===== src/rtl/issue_scheduler.sv =====
// issue_scheduler: classifies RV32IMF instruction words to ALU/MDU/FPU/LSU,
// tracks pending int/fp destinations in two scoreboards, stalls on RAW/WAW
// hazards and dispatches through a one-entry registered buffer.
// Optional macro ISSUE_WB_BYPASS_EN: same-cycle writebacks are removed from
// the hazard check, saving one bubble after writeback.
module issue_scheduler #(
   parameter bit FENCE_DRAIN = 1'b1,
   parameter bit FPU_PRESENT = 1'b1
) (
   input  logic        clk_i,
   input  logic        rst_n_i,
   input  logic        instr_valid_i,
   input  logic [31:0] instr_i,
   output logic        instr_ready_o,
   output logic        disp_valid_o,
   output logic [3:0]  disp_unit_o,
   output logic [31:0] disp_instr_o,
   input  logic [3:0]  unit_ready_i,
   input  logic        wb_int_valid_i,
   input  logic [4:0]  wb_int_rd_i,
   input  logic        wb_fp_valid_i,
   input  logic [4:0]  wb_fp_rd_i,
   input  logic        flush_i,
   output logic        illegal_o,
   output logic        sb_busy_o
);

   localparam logic [6:0] OP_LUI    = 7'b0110111;
   localparam logic [6:0] OP_AUIPC  = 7'b0010111;
   localparam logic [6:0] OP_JAL    = 7'b1101111;
   localparam logic [6:0] OP_JALR   = 7'b1100111;
   localparam logic [6:0] OP_BRANCH = 7'b1100011;
   localparam logic [6:0] OP_LOAD   = 7'b0000011;
   localparam logic [6:0] OP_STORE  = 7'b0100011;
   localparam logic [6:0] OP_ALU_I  = 7'b0010011;
   localparam logic [6:0] OP_REG    = 7'b0110011;
   localparam logic [6:0] OP_FENCE  = 7'b0001111;
   localparam logic [6:0] OP_ECSR   = 7'b1110011;
   localparam logic [6:0] OP_FLOAD  = 7'b0000111;
   localparam logic [6:0] OP_FSTORE = 7'b0100111;
   localparam logic [6:0] OP_FMADD  = 7'b1000011;
   localparam logic [6:0] OP_FMSUB  = 7'b1000111;
   localparam logic [6:0] OP_FNMSUB = 7'b1001011;
   localparam logic [6:0] OP_FNMADD = 7'b1001111;
   localparam logic [6:0] OP_F_OPS  = 7'b1010011;

   localparam logic [6:0] F7_MULDIV  = 7'b0000001;
   localparam logic [6:0] F7_FADD    = 7'b0000000;
   localparam logic [6:0] F7_FSUB    = 7'b0000100;
   localparam logic [6:0] F7_FMUL    = 7'b0001000;
   localparam logic [6:0] F7_FDIV    = 7'b0001100;
   localparam logic [6:0] F7_FSGN    = 7'b0010000;
   localparam logic [6:0] F7_FLIM    = 7'b0010100;
   localparam logic [6:0] F7_FCMP    = 7'b1010000;
   localparam logic [6:0] F7_FCVTW   = 7'b1100000;
   localparam logic [6:0] F7_FMV_CLS = 7'b1110000;
   localparam logic [6:0] F7_FCVTS   = 7'b1101000;
   localparam logic [6:0] F7_FMVWX   = 7'b1111000;

   localparam logic [3:0] U_ALU = 4'b0001;
   localparam logic [3:0] U_MDU = 4'b0010;
   localparam logic [3:0] U_FPU = 4'b0100;
   localparam logic [3:0] U_LSU = 4'b1000;

   logic [6:0]  opcode_s, funct7_s;
   logic [2:0]  funct3_s;
   logic [4:0]  rd_s, rs1_s, rs2_s, rs3_s;
   logic        legal_s, is_fence_s;
   logic [3:0]  unit_s;
   logic        use_irs1_s, use_irs2_s, use_frs1_s, use_frs2_s, use_frs3_s;
   logic        wr_int_raw_s, wr_int_s, wr_fp_s;

   logic [31:0] sb_int_r, sb_fp_r, sb_int_nxt_s, sb_fp_nxt_s;
   logic [31:0] sb_int_chk_s, sb_fp_chk_s;
   logic        disp_valid_r, buf_wr_int_r, buf_wr_fp_r, illegal_r;
   logic [3:0]  disp_unit_r;
   logic [31:0] disp_instr_r;
   logic        drain_s, free_s, hazard_s, fence_block_s, busy_s;
   logic        accept_s, accept_legal_s;

   assign opcode_s = instr_i[6:0];
   assign rd_s     = instr_i[11:7];
   assign funct3_s = instr_i[14:12];
   assign rs1_s    = instr_i[19:15];
   assign rs2_s    = instr_i[24:20];
   assign funct7_s = instr_i[31:25];
   assign rs3_s    = instr_i[31:27];

   // Decode: legality, target unit, source usage and destination class.
   always_comb begin
      legal_s = 1'b0; is_fence_s = 1'b0; unit_s = 4'b0000;
      use_irs1_s = 1'b0; use_irs2_s = 1'b0;
      use_frs1_s = 1'b0; use_frs2_s = 1'b0; use_frs3_s = 1'b0;
      wr_int_raw_s = 1'b0; wr_fp_s = 1'b0;
      case (opcode_s)
         OP_LUI, OP_AUIPC, OP_JAL: begin
            legal_s = 1'b1; unit_s = U_ALU; wr_int_raw_s = 1'b1;
         end
         OP_JALR, OP_ALU_I: begin
            legal_s = 1'b1; unit_s = U_ALU; use_irs1_s = 1'b1; wr_int_raw_s = 1'b1;
         end
         OP_BRANCH: begin
            legal_s = 1'b1; unit_s = U_ALU; use_irs1_s = 1'b1; use_irs2_s = 1'b1;
         end
         OP_LOAD: begin
            legal_s = 1'b1; unit_s = U_LSU; use_irs1_s = 1'b1; wr_int_raw_s = 1'b1;
         end
         OP_STORE: begin
            legal_s = 1'b1; unit_s = U_LSU; use_irs1_s = 1'b1; use_irs2_s = 1'b1;
         end
         OP_REG: begin
            legal_s = 1'b1; use_irs1_s = 1'b1; use_irs2_s = 1'b1; wr_int_raw_s = 1'b1;
            if (funct7_s == F7_MULDIV) begin
               unit_s = U_MDU;
            end else begin
               unit_s = U_ALU;
            end
         end
         OP_FENCE: begin
            legal_s = 1'b1; unit_s = U_ALU; is_fence_s = 1'b1;
         end
         OP_ECSR: begin
            legal_s = 1'b1; unit_s = U_ALU; is_fence_s = 1'b1;
            use_irs1_s = (funct3_s == 3'b001) || (funct3_s == 3'b010) || (funct3_s == 3'b011);
            wr_int_raw_s = (funct3_s != 3'b000);
         end
         OP_FLOAD: begin
            legal_s = FPU_PRESENT; unit_s = U_LSU; use_irs1_s = 1'b1; wr_fp_s = 1'b1;
         end
         OP_FSTORE: begin
            legal_s = FPU_PRESENT; unit_s = U_LSU; use_irs1_s = 1'b1; use_frs2_s = 1'b1;
         end
         OP_FMADD, OP_FMSUB, OP_FNMSUB, OP_FNMADD: begin
            legal_s = FPU_PRESENT; unit_s = U_FPU; wr_fp_s = 1'b1;
            use_frs1_s = 1'b1; use_frs2_s = 1'b1; use_frs3_s = 1'b1;
         end
         OP_F_OPS: begin
            legal_s = FPU_PRESENT; unit_s = U_FPU;
            case (funct7_s)
               F7_FCVTS, F7_FMVWX: begin
                  use_irs1_s = 1'b1; wr_fp_s = 1'b1;
               end
               F7_FCVTW, F7_FMV_CLS: begin
                  use_frs1_s = 1'b1; wr_int_raw_s = 1'b1;
               end
               F7_FCMP: begin
                  use_frs1_s = 1'b1; use_frs2_s = 1'b1; wr_int_raw_s = 1'b1;
               end
               F7_FADD, F7_FSUB, F7_FMUL, F7_FDIV, F7_FSGN, F7_FLIM: begin
                  use_frs1_s = 1'b1; use_frs2_s = 1'b1; wr_fp_s = 1'b1;
               end
               default: begin
                  use_frs1_s = 1'b1; wr_fp_s = 1'b1;
               end
            endcase
         end
         default: begin
            legal_s = 1'b0;
         end
      endcase
   end

   assign wr_int_s = wr_int_raw_s && (rd_s != 5'd0);

   // Scoreboard view used for hazards; with bypass, this cycle's writeback is already gone.
   always_comb begin
      sb_int_chk_s = sb_int_r;
      sb_fp_chk_s  = sb_fp_r;
`ifdef ISSUE_WB_BYPASS_EN
      if (wb_int_valid_i) begin
         sb_int_chk_s[wb_int_rd_i] = 1'b0;
      end else begin
         sb_int_chk_s = sb_int_r;
      end
      if (wb_fp_valid_i) begin
         sb_fp_chk_s[wb_fp_rd_i] = 1'b0;
      end else begin
         sb_fp_chk_s = sb_fp_r;
      end
`endif
   end

   assign busy_s   = (|sb_int_r) | (|sb_fp_r);
   assign drain_s  = disp_valid_r & (|(disp_unit_r & unit_ready_i));
   assign free_s   = ~disp_valid_r | drain_s;
   assign hazard_s = legal_s & ((use_irs1_s & sb_int_chk_s[rs1_s]) |
                                (use_irs2_s & sb_int_chk_s[rs2_s]) |
                                (use_frs1_s & sb_fp_chk_s[rs1_s])  |
                                (use_frs2_s & sb_fp_chk_s[rs2_s])  |
                                (use_frs3_s & sb_fp_chk_s[rs3_s])  |
                                (wr_int_s   & sb_int_chk_s[rd_s])  |
                                (wr_fp_s    & sb_fp_chk_s[rd_s]));
   assign fence_block_s  = FENCE_DRAIN & legal_s & is_fence_s & (busy_s | disp_valid_r);
   assign instr_ready_o  = rst_n_i & free_s & ~hazard_s & ~flush_i & ~fence_block_s;
   assign accept_s       = instr_valid_i & instr_ready_o;
   assign accept_legal_s = accept_s & legal_s;
   assign sb_busy_o      = busy_s;

   // Scoreboard next state: writeback and flush clear, accepted destination sets (set wins).
   always_comb begin
      sb_int_nxt_s = sb_int_r;
      sb_fp_nxt_s  = sb_fp_r;
      if (wb_int_valid_i) begin
         sb_int_nxt_s[wb_int_rd_i] = 1'b0;
      end else begin
         sb_int_nxt_s = sb_int_nxt_s;
      end
      if (wb_fp_valid_i) begin
         sb_fp_nxt_s[wb_fp_rd_i] = 1'b0;
      end else begin
         sb_fp_nxt_s = sb_fp_nxt_s;
      end
      if (flush_i && disp_valid_r && !drain_s) begin
         if (buf_wr_int_r) begin
            sb_int_nxt_s[disp_instr_r[11:7]] = 1'b0;
         end else begin
            sb_int_nxt_s = sb_int_nxt_s;
         end
         if (buf_wr_fp_r) begin
            sb_fp_nxt_s[disp_instr_r[11:7]] = 1'b0;
         end else begin
            sb_fp_nxt_s = sb_fp_nxt_s;
         end
      end else begin
         sb_int_nxt_s = sb_int_nxt_s;
      end
      if (accept_legal_s && wr_int_s) begin
         sb_int_nxt_s[rd_s] = 1'b1;
      end else begin
         sb_int_nxt_s = sb_int_nxt_s;
      end
      if (accept_legal_s && wr_fp_s) begin
         sb_fp_nxt_s[rd_s] = 1'b1;
      end else begin
         sb_fp_nxt_s = sb_fp_nxt_s;
      end
      sb_int_nxt_s[0] = 1'b0;
   end

   // State registers: scoreboards, dispatch buffer and illegal pulse.
   always_ff @(posedge clk_i or negedge rst_n_i) begin
      if (!rst_n_i) begin
         sb_int_r     <= 32'd0;
         sb_fp_r      <= 32'd0;
         disp_valid_r <= 1'b0;
         disp_unit_r  <= 4'd0;
         disp_instr_r <= 32'd0;
         buf_wr_int_r <= 1'b0;
         buf_wr_fp_r  <= 1'b0;
         illegal_r    <= 1'b0;
      end else begin
         sb_int_r  <= sb_int_nxt_s;
         sb_fp_r   <= sb_fp_nxt_s;
         illegal_r <= accept_s & ~legal_s;
         if (accept_legal_s) begin
            disp_valid_r <= 1'b1;
            disp_unit_r  <= unit_s;
            disp_instr_r <= instr_i;
            buf_wr_int_r <= wr_int_s;
            buf_wr_fp_r  <= wr_fp_s;
         end else if (drain_s || flush_i) begin
            disp_valid_r <= 1'b0;
         end else begin
            disp_valid_r <= disp_valid_r;
         end
      end
   end

   assign disp_valid_o = disp_valid_r;
   assign disp_unit_o  = disp_unit_r;
   assign disp_instr_o = disp_instr_r;
   assign illegal_o    = illegal_r;

endmodule

===== config.mk =====
export PLATFORM = sky130hd
export DESIGN_NAME = issue_scheduler
export DESIGN_NICKNAME = d
export VERILOG_FILES = /design/src/rtl/issue_scheduler.sv
export SDC_FILE = /design/constraint.sdc
export NUM_CORES = 1
export LEC_CHECK = 0
export CAP_MARGIN = 20
export CORE_MARGIN = 4
export CORE_UTILIZATION = 30
export CTS_CLUSTER_DIAMETER = 80
export CTS_CLUSTER_SIZE = 16
export DETAILED_ROUTE_END_ITERATION = 8
export GPL_ROUTABILITY_DRIVEN = 0
export GPL_TIMING_DRIVEN = 0
export HOLD_SLACK_MARGIN = 0.05
export SLEW_MARGIN = 15
export SYNTH_ARGS = -nofsm -noshare
export SYNTH_HDL_FRONTEND = slang
export SYNTH_SLANG_ARGS = --single-unit

===== constraint.sdc =====
create_clock -name clk_i -period 3.9 [get_ports clk_i]
set_input_delay 0.975 -clock clk_i [delete_from_list [all_inputs] [get_ports clk_i]]
set_output_delay 0.975 -clock clk_i [all_outputs]
set_load 0.02 [all_outputs]

Run 1, cell classes on the final placement:
Bar = 50 um. Fill, decap, tap and diode cells in grey.
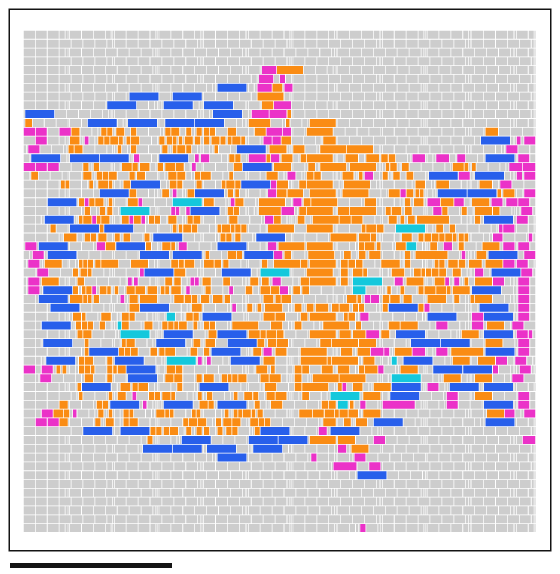
remaining logic cells -> orange  # cells 595, share of their area 53%
remaining buffers and delay cells -> magenta  # cells 165, share of their area 15%
registers -> blue  # cells 103, share of their area 29%
clock drivers and dummy loads -> cyan  # cells 15, share of their area 3.0%
sequential share of cell area: 27.34%
design area: 9427 sq um
# rows: 57
Util after Layout: 38.42%

Run 1, signal wires by layer:
Bar = 50 um. Two of the layers only.
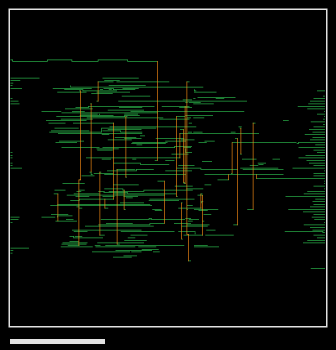
M3 -> green  # wire length 3520 um
M4 -> orange  # wire length 770 um
Vias: 7554
drt wl/cell: 24.61 um
Total Wirelength: 29580 um
All-Layer GR Usage: 20.47%

Run 1, routing congestion:
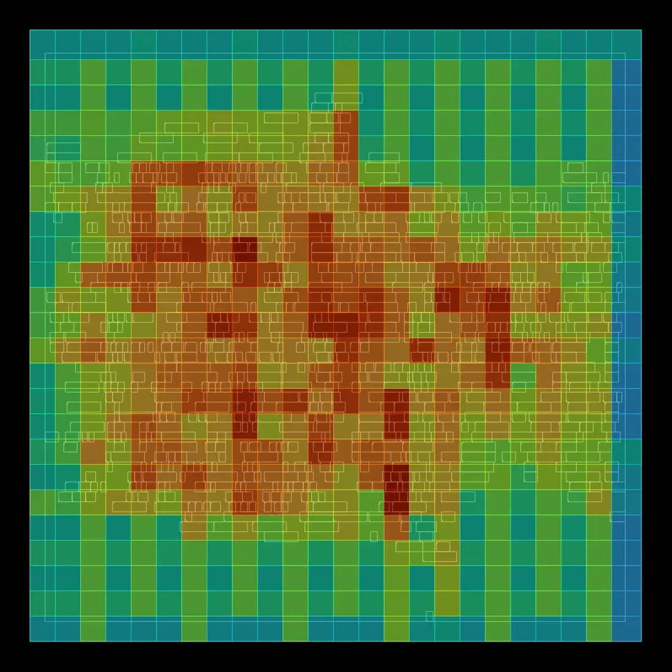
met2 Use GR: 29.96%
GRT busiest layer: met2
met1 GRT Util: 29.59%
grt met3 use: 5.949%

[run 1: sequential cells by signal, indices dropped and copies added, names as in the netlist]
signal        flops
buf_wr_int_r      1
sb_int_chk_s     31
sb_fp_chk_s      32
buf_wr_fp_r       1
disp_instr_o     32
illegal_o         1
disp_valid_o      1
disp_unit_o       4
[run 1: final timing paths]
path                                                   from  slack [ps]  depth (start not counted)                            to
worst max-delay path                            instr_i[15]        -200                          8                 instr_ready_o
worst min-delay path            disp_instr_o[0]$_DFFE_PN0P_         470                          1   disp_instr_o[0]$_DFFE_PN0P_
worst max register to register    sb_int_chk_s[7]$_DFF_PN0_         310                         11  disp_instr_o[11]$_DFFE_PN0P_
worst min register to register  disp_instr_o[0]$_DFFE_PN0P_         470                          1   disp_instr_o[0]$_DFFE_PN0P_
max in group asynchronous                           rst_n_i        2730                          2     sb_fp_chk_s[28]$_DFF_PN0_
min in group asynchronous                           rst_n_i         480                          1  disp_instr_o[19]$_DFFE_PN0P_
[run 1: critical path, delay by kind of cell]
kind / cells / cell delay (ps)
multiplexers: 2 / 770
buffers and inverters: 2 / 240
AND/OR/NAND/NOR: 3 / 870
AND-OR/OR-AND: 1 / 260
[run 1: layout by cell type, fill, tap and decap left out, types with 20 or more instances in the layout]
master	instances
buf_4	20
nand2_1	62
clkbuf_1	30
o221ai_1	20
mux4_2	40
nand4_1	23
dfrtp_1	103
o211ai_1	47
mux2_4	31
mux2i_1	29
clkdlybuf4s50_1	66
nor2_1	23
nand3_1	61
o21ai_0	72
[run 1: cell type report]
type,count,area share [%]
well taps,324,4.301
flip-flops and latches,103,27.34
plain buffers,72,4.792
clock buffers,10,2.429
inverters,9,0.3584
repair buffers,93,9.663
multi-input cells,586,50.68
clock inverters,5,0.4380
[run 1: stage by stage]
step           power (W)  setup TNS [ps]  cell area [sq um]  utilization, %
2_1_floorplan   0.001669          -34.84               7594               -
3_3_place_gp    0.002028         -520660               8750           35.66
3_5_place_dp    0.002040         -112070               8793           35.84
4_1_cts         0.002940          -285.4               9285           37.85
5_1_grt         0.003053          -259.6               9427           38.42
6_report        0.002950          -195.4               9427           38.42
[run 1: what timing repair did]
action,CTS,global route
setup endpoints to repair,104,85
cloned,0,0
pin swaps,8,6
buffers inserted,9,6
resized,61,40
[run 1: kinds of logic (layout without fill, tap and decap cells)]
kind of cell | Yosys count | count (layout) | synth area share, %
AND/OR/NAND/NOR | 281 | 281 | 20.26
AND-OR/OR-AND | 193 | 193 | 17.32
buffers and inverters | 83 | 189 | 4.714
flip-flops | 103 | 103 | 34.07
multiplexers | 112 | 112 | 23.64
[run 1: power breakdown]
group	switching (W)	internal, W
clock	0.000449	0.000439
sequential	0.0000684	0.00115
combinational	0.000452	0.000393
[run 1: per-layer routing]
metal	wire length [um]	GRT usage, %
met3	3520	5.949
met5	14	0
met2	12860	29.96
met1	12410	29.59
met4	770	5.763
==> results.toml, run 1 <==
# generated from flow reports
[synth]
ys_cells = 772
synthDistinctLibCells = 63
syn_inst = 772
yosysTopAreaCell = "dfrtp_1"
ys.flops = 103
ys.flop_type = "dfrtp_1"
ys_async_sr_fraction_pct = 100.0
netlist_top_cells_count = "dfrtp_1, o21ai_0, nand2_1, nand3_1, clkbuf_1"
enable_flop_cells = 0
seq_area_frac_synth_pct = 34.07
syn_area_sq_um = 7565

[die]
die_y_um = 166.8
io_pins = 92
core_util_floorplan_pct = 30.83
fp.dieW_um = 166.8
coreArea_sq_um = 24530

[finish]
areaGrowthSynthToFinish_pct = 24.61
drive_gt1_share_pct = 21.18
register_area_sq_um = 2577
nets = 926
logic_area_sq_um = 4777
diodes = 0
fill_cells = 2466

[power_and_ir_drop]
power.leakage_nw = 3.635
irDropWorstVdd_mv = 0.2058
power_density_nw_per_um2 = 312.9

[critical_path]
end_kind = "output pin"
slowest_stage = "or4_4"
critical-path-max-stage-delay_ps = 510
critPathLaunchType = "input port"
cp.required_ps = 2920
worstPathCellList = "buf_12, mux4_2, mux2_4, and3_4, or4_4, a32o_2, nor3_4, buf_6"

[timing]
drv_slew = 0
holdWs_ps = 474.7
finalSetupViolCount = 1
slew_headroom_pct = 30.40
fin_crit_sh_pct = 105.0
rsz0062_at_grt = "true"
setup_ws_ps = -195.4
worstMarginPinSlew_ps = 1042
min_period_ps = 4095

[drt]
viasPerCell = 6.285
drtPass1Iterations = 6
drt_iter0_drc = 1169

[global_route]
grt_max_degree = 78
grt_overflow = 0
grt_first_pass_wirelength_um = 44640
first_global_vias = 7107

[run_status]
outcome = "finished with violations"
violations = "negative setup slack"

[run]
maxCapViolCount = 0
warnings = 29

[hold_path]
hp-class = "flop to flop"

[placement]
dp_slack_ps = -1783

[clock_tree]
cts.path.max_buffers = 2
cts_inserted_buffers = 9
h-tree-depth = 3
==> inputs of run 2 (changes only) <==
Settings changed: CORE_UTILIZATION 30 to 50, PLACE_DENSITY from default to 0.76.
Run 2, signal wires by layer:
Bar = 50 um. Two of the layers only.
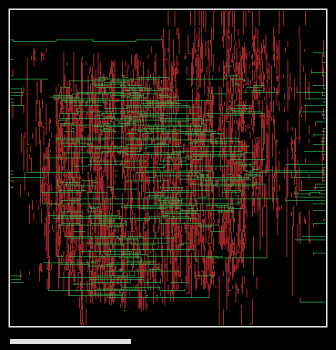
M2 -> red  # wire length 11300 um
M3 -> green  # wire length 3820 um
drt wl/cell: 25.42 um
Vias: 7600
All-Layer GR Usage: 31.63%

Run 2, routing congestion:
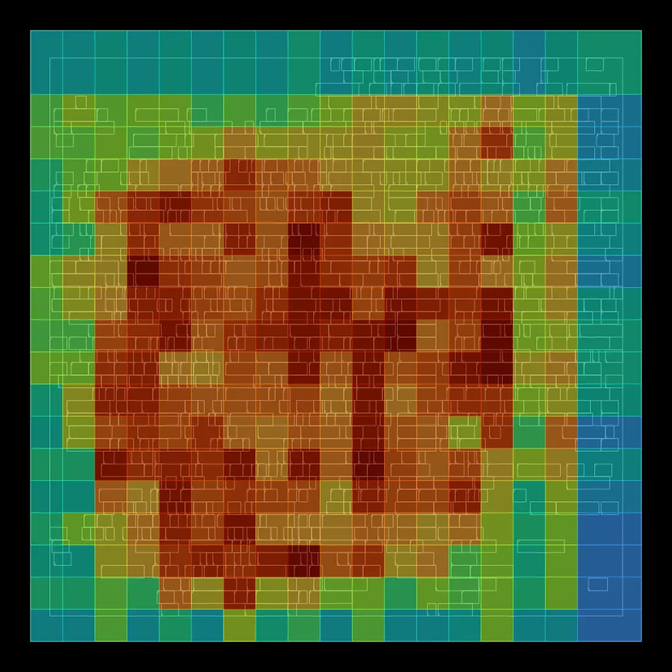
Util after Layout: 62.45%
grt met3 use: 8.374%
met2 Use GR: 45.07%

==> results.toml, run 2 <==
# generated from flow reports
[timing]
worstMarginPinSlew_ps = 1218
finalSetupViolCount = 1
rsz0062_at_grt = "true"
drv_slew = 0
setup_tns_ps = -216.2
min_period_ps = 4116
setup_ws_ps = -216.2
fin_crit_sh_pct = 105.5
slew_headroom_pct = 18.65

[run_status]
outcome = "finished with violations"
violations = "negative setup slack"

[critical_path]
crit_start = "instr_i[0]"
r2r-end = "disp_instr_o[18]$_DFFE_PN0P_"
cp-endpoint = "instr_ready_o"
slowest_stage = "or4b_2"
criticalPathCategory = "input port to output pin"
cp.required_ps = 2920
reg2regPathDepth = 11
crit_path_max_fanout = 7
worstPathCellList = "clkdlybuf4s50_1, nand2_2, or2_4, o32ai_4, or4b_2, nand4_1, nor3_4, buf_6"
end_kind = "output pin"
reg2reg_slack_ps = 480
reg2reg_from = "sb_int_chk_s[7]$_DFF_PN0_"
critPathLaunchType = "input port"
critical-path-max-stage-delay_ps = 640

[global_route]
grt_max_degree = 65
grt_overflow = 0
grt_first_pass_wirelength_um = 40970
first_global_vias = 7155

[synth]
area_leaders = "dfrtp_1, mux4_2, mux2_4, o21ai_0, o211ai_1"
ys_async_sr_fraction_pct = 100.0
synthDistinctLibCells = 63
seq_area_frac_synth_pct = 34.07
ys.flop_type = "dfrtp_1"
netlist_top_cells_count = "dfrtp_1, o21ai_0, nand2_1, nand3_1, clkbuf_1"
ys.flops = 103
yosysTopAreaCell = "dfrtp_1"
enable_flop_cells = 0
syn_inst = 772
ys_cells = 772

[finish]
drive_gt1_share_pct = 20.50
final_area_sq_um = 9180
areaGrowthSynthToFinish_pct = 21.35
logic_area_sq_um = 4737
register_area_sq_um = 2577
fill_cells = 1211
mostFrequentLayoutCell = "dfrtp_1"
nets = 920
diodes = 0
final_cell_mix = "dfrtp_1, o21ai_0, clkdlybuf4s50_1, nand2_1, nand3_1"

[die]
io_pins = 92
coreArea_sq_um = 14700
fp.dieW_um = 131
die_y_um = 131
core_util_floorplan_pct = 51.46
rows = 44

[run]
maxCapViolCount = 0
warnings = 29

[power_and_ir_drop]
power.leakage_nw = 3.592
irDropWorstVdd_mv = 0.3038
power_density_nw_per_um2 = 329.0

[drt]
wl_um = 26870
drt_iter0_drc = 1182
viasPerCell = 7.190
drtPass1Iterations = 8

[placement]
placed_cell_area_sq_um = 8631

[clock_tree]
clock_sinks = 103
cts_inserted_buffers = 9
h-tree-depth = 3
cts.path.max_buffers = 2

[hold_path]
hp-class = "flop to flop"
min_from = "disp_instr_o[1]$_DFFE_PN0P_"
[run 2: critical path: cells and delay by family]
kind | cells | cell delay, ps
and+or+nand+nor | 5 | 1330
buffers and inverters | 2 | 640
AOI/OAI and AO/OA | 1 | 180
[run 2: report_power, final]
part	internal (W)	total, W	switching [W]
logic	0.000386	0.000824	0.000438
registers	0.00115	0.00121	0.0000659
clock network	0.000530	0.000981	0.000451
[run 2: how the worst min path moves through the flow]
stage                                        to  slack [ps]  cells after the start
global route        disp_instr_o[0]$_DFFE_PN0P_         510                      1
finish              disp_instr_o[1]$_DFFE_PN0P_         480                      1
global placement    disp_instr_o[1]$_DFFE_PN0P_         450                      1
detailed placement  disp_instr_o[1]$_DFFE_PN0P_         460                      1
CTS                 disp_instr_o[1]$_DFFE_PN0P_         490                      1
floorplan              buf_wr_int_r$_DFFE_PN0P_         460                      1
[run 2: timing repair]
action / in CTS / in global routing
endpoints found under the hold margin: 0 / 0
pin swaps: 5 / 2
setup buffers: 8 / 0
gates resized: 53 / 37
hold buffers: 0 / 0
endpoints found under the setup margin: 103 / 45
[run 2: final cells by class]
type                       instances  share of cell area, %
tap                              184                  2.508
clock buffer                      11                  2.644
inverter                           9                 0.3680
sequential                       103                  28.08
timing repair buffer              87                  9.282
clock inverter                     5                 0.7633
buffer                            72                  4.757
multi-input combinational        586                  51.60
[run 2: cells by family after synthesis]
group | count (synthesis) | synth area share (%)
AOI/OAI and AO/OA | 193 | 17.32
and+or+nand+nor | 281 | 20.26
buffers and inverters | 83 | 4.714
DFF | 103 | 34.07
muxes | 112 | 23.64
[run 2: stage by stage]
| step | hold WS, ps | setup WS [ps] | total power (W) |
|---|---|---|---|
| after CTS | 485.5 | -241.7 | 0.003007 |
| after detailed placement | 458.1 | -1653 | 0.002024 |
| after floorplan | 463.8 | -34.84 | 0.001669 |
| after global routing | 512.4 | -264.4 | 0.003130 |
| final | 480.1 | -216.2 | 0.003020 |
| after global placement | 450.8 | -3418 | 0.002009 |
[run 2: routing by layer]
layer  GRT usage, %  share of wire (%)
met5              0                  0
met4          17.06                5.7
met3          8.374                 14
met2          45.07                 42
met1          43.95                 38
No activity file was given, so power comes from the tool's default toggle rates.
